[src/rtl/noise_burst_ctrl_pkg.sv]
// Shared definitions for the noise burst controller: FSM encoding, LFSR seed
// and the LFSR next-state function.
package noise_burst_ctrl_pkg;

    typedef enum logic [1:0] {
        IDLE = 2'd0,
        LOAD = 2'd1,
        RUN  = 2'd2,
        DONE = 2'd3
    } state_t;

    localparam logic [15:0] LFSR_SEED = 16'h0001;

    // x^16+x^14+x^13+x^11+1, shift-left with the feedback entering bit 0
    function automatic logic [15:0] lfsr_next(input logic [15:0] cur);
        return {cur[14:0], cur[15] ^ cur[13] ^ cur[12] ^ cur[10]};
    endfunction

endpackage

[src/rtl/noise_burst_ctrl_lfsr.sv]
// 16-bit Fibonacci LFSR with synchronous active-high reseed and advance enable.
module noise_burst_ctrl_lfsr
    import noise_burst_ctrl_pkg::*;
(
    input  logic        clk,
    input  logic        rst,
    input  logic        en,
    output logic [15:0] q
);

    always_ff @(posedge clk) begin
        if (rst) begin
            q <= LFSR_SEED;
        end else if (en) begin
            q <= lfsr_next(q);
        end
    end

endmodule

[src/rtl/noise_burst_ctrl.sv]
// Two-requester round-robin burst controller streaming LFSR noise samples
// over a valid/ready interface.
module noise_burst_ctrl
    import noise_burst_ctrl_pkg::*;
#(
    parameter int BURST_W = 8
) (
    input  logic               clk,
    input  logic               rst_n,
    input  logic [1:0]         req,
    input  logic [BURST_W-1:0] len0,
    input  logic [BURST_W-1:0] len1,
    input  logic [1:0]         reseed,
    output logic [1:0]         grant,
    output logic               busy,
    output logic [15:0]        smp_data,
    output logic               smp_valid,
    input  logic               smp_ready,
    output logic               smp_last,
    output logic [1:0]         done
);

    state_t             state;
    logic [BURST_W-1:0] count;
    logic               last_win;
    logic               reseed_q;
    logic               win;
    logic               xfer;
    logic               lfsr_rst;

    // Round-robin: on a tie the requester that was not served last wins;
    // last_win resets to 1 so requester 0 has priority after reset.
    always_comb begin
        win = 1'b0;
        if (req == 2'b10) begin
            win = 1'b1;
        end else if (req == 2'b11) begin
            win = ~last_win;
        end
    end

    assign xfer     = (state == RUN) && smp_valid && smp_ready;
    assign lfsr_rst = ~rst_n | ((state == LOAD) && reseed_q);
    assign busy     = (state != IDLE);

    noise_burst_ctrl_lfsr u_lfsr (
        .clk (clk),
        .rst (lfsr_rst),
        .en  (xfer),
        .q   (smp_data)
    );

    always_ff @(posedge clk) begin
        if (!rst_n) begin
            state     <= IDLE;
            grant     <= 2'b00;
            smp_valid <= 1'b0;
            smp_last  <= 1'b0;
            done      <= 2'b00;
            count     <= '0;
            last_win  <= 1'b1;
            reseed_q  <= 1'b0;
        end else begin
            case (state)
                IDLE: begin
                    done <= 2'b00;
                    if (|req) begin
                        grant    <= win ? 2'b10 : 2'b01;
                        count    <= win ? len1 : len0;
                        reseed_q <= reseed[win];
                        last_win <= win;
                        state    <= LOAD;
                    end
                end
                LOAD: begin
                    if (count == '0) begin
                        done  <= grant;
                        state <= DONE;
                    end else begin
                        smp_valid <= 1'b1;
                        smp_last  <= (count == BURST_W'(1));
                        state     <= RUN;
                    end
                end
                RUN: begin
                    // smp_last is computed one transfer ahead so it is
                    // registered yet still coincides with the final sample
                    if (smp_ready) begin
                        count <= count - BURST_W'(1);
                        if (count == BURST_W'(1)) begin
                            smp_valid <= 1'b0;
                            smp_last  <= 1'b0;
                            done      <= grant;
                            state     <= DONE;
                        end else begin
                            smp_last <= (count == BURST_W'(2));
                        end
                    end
                end
                DONE: begin
                    done  <= 2'b00;
                    grant <= 2'b00;
                    state <= IDLE;
                end
                default: begin
                    state <= IDLE;
                end
            endcase
        end
    end

endmodule

[config.mk]
export PLATFORM = sky130hd
export DESIGN_NAME = noise_burst_ctrl
export DESIGN_NICKNAME = d
export VERILOG_FILES = /design/src/rtl/noise_burst_ctrl_pkg.sv /design/src/rtl/noise_burst_ctrl_lfsr.sv /design/src/rtl/noise_burst_ctrl.sv
export SDC_FILE = /design/constraint.sdc
export NUM_CORES = 1
export LEC_CHECK = 0
export CORE_MARGIN = 2
export CORE_UTILIZATION = 29
export DETAILED_ROUTE_END_ITERATION = 7
export HOLD_SLACK_MARGIN = 0.05
export SLEW_MARGIN = 20
export SYNTH_ARGS = -nofsm -noshare
export SYNTH_HDL_FRONTEND = slang
export SYNTH_SLANG_ARGS = --single-unit
[constraint.sdc]
create_clock -name clk -period 2.55 [get_ports clk]
set_input_delay 0.6375 -clock clk [delete_from_list [all_inputs] [get_ports clk]]
set_output_delay 0.6375 -clock clk [all_outputs]
set_load 0.05 [all_outputs]
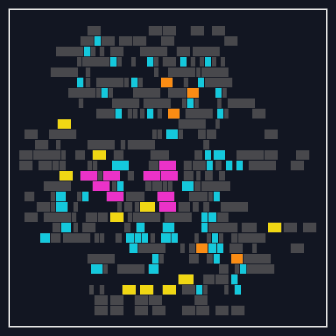
Figure 1: gate families picked out.
legend:
  yellow:
    family: mux cells
    cells: 10
  magenta:
    family: fa/ha/maj cells
    cells: 9
    where: center
  orange:
    family: xor and xnor cells
    cells: 5
  cyan:
    family: aoi and oai cells
    cells: 52

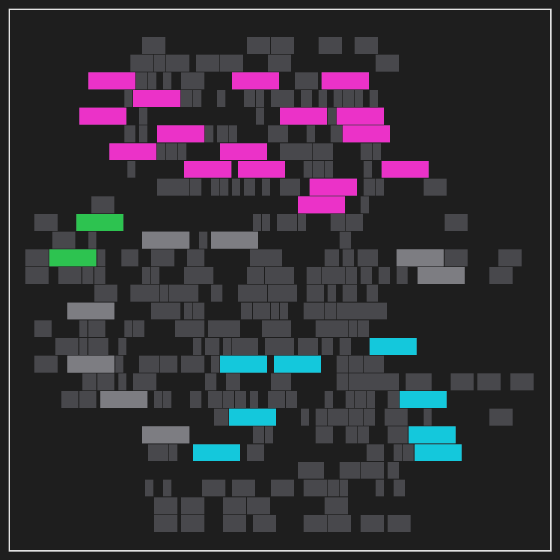
Figure 2: where the registers sit.
Other sequential cells in the stronger gray, the rest of the logic in the fainter gray.
legend:
  cyan:
    signal: count
    sequential_cells: 8
  magenta:
    signal: u_lfsr.q
    sequential_cells: 16
  green:
    signal: done
    sequential_cells: 2
not colored: 8

==> flow_summary.ini <==
; implementation run metrics
[detailed_routing]
vias_per_cell = 4.956
first_pass_iters = 4
ant_nets = 0

[global_route]
grt_pass1_wl_um = 7617
antenna_found_initial = 0

[place]
gp_congestion = 0.7725
pre_cts_ws_ns = 0.2588

[floorplan]
die_w_um = 82.96
io_pins = 46

[cells_and_area]
comb_area_um2 = 1056
top_register = u_lfsr.q
final-clk-cell-share = 0.03256

[critical_path]
r2r_cells = 6

[cts]
cts_max_level = 2

[timing]
holdWs_ns = 0.4720
hold_viol_final = 0
rsz0062_at_grt = false

[logic_synthesis]
postSynthRegisterBits = 34
aoi_share = 0.2097
most_common_cell = nand2_1

[run]
warning_count = 33

[status]
outcome = finished, final reports clean

[power]
power_density_nw_per_um2 = 938.9
internal_power_mw = 1.288
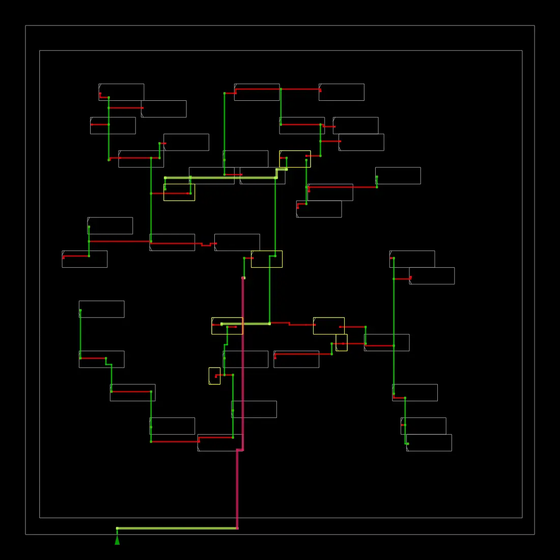
Figure 3: clock wiring as the flow saved it.
# clock sinks: 34
Seq cells: 34
clkbuf count: 5

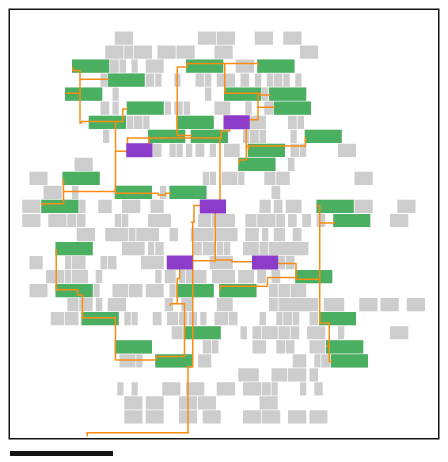
Figure 4: clock distribution.
Scale bar: 20 um.
legend:
  purple:
    item: clock-net drivers
    count: 5
  green:
    item: flip-flops
    count: 34
  orange:
    item: clock wires
    length: 437 um
routed clock nets: 6

[power groups by stage]
stage,clock [mW],combinational (mW),sequential (mW)
6_report,0.365,1.14,0.768
5_1_grt,0.409,1.26,0.785
4_1_cts,0.379,1.14,0.766
3_5_place_dp,0,1.14,0.777
3_3_place_gp,0,1.13,0.778
2_1_floorplan,0,0.808,0.820
[kinds of logic (layout without fill, tap and decap cells)]
kind of cell	count (synthesis)	count (layout)
flip-flops	34	34
buffers and inverters	18	64
XOR/XNOR	5	5
adder cells (fa/ha/maj)	9	9
AND/OR/NAND/NOR	87	87
AND-OR/OR-AND	60	60
multiplexers	10	10
[per-layer routing]
layer,GRT usage,vias to the layer above,share of wire
li1,-,876,-
met1,0.1829,792,0.50
met2,0.2067,35,0.45
met3,0.02982,2,0.039
met4,0.04471,0,0.0092
met5,0,-,0
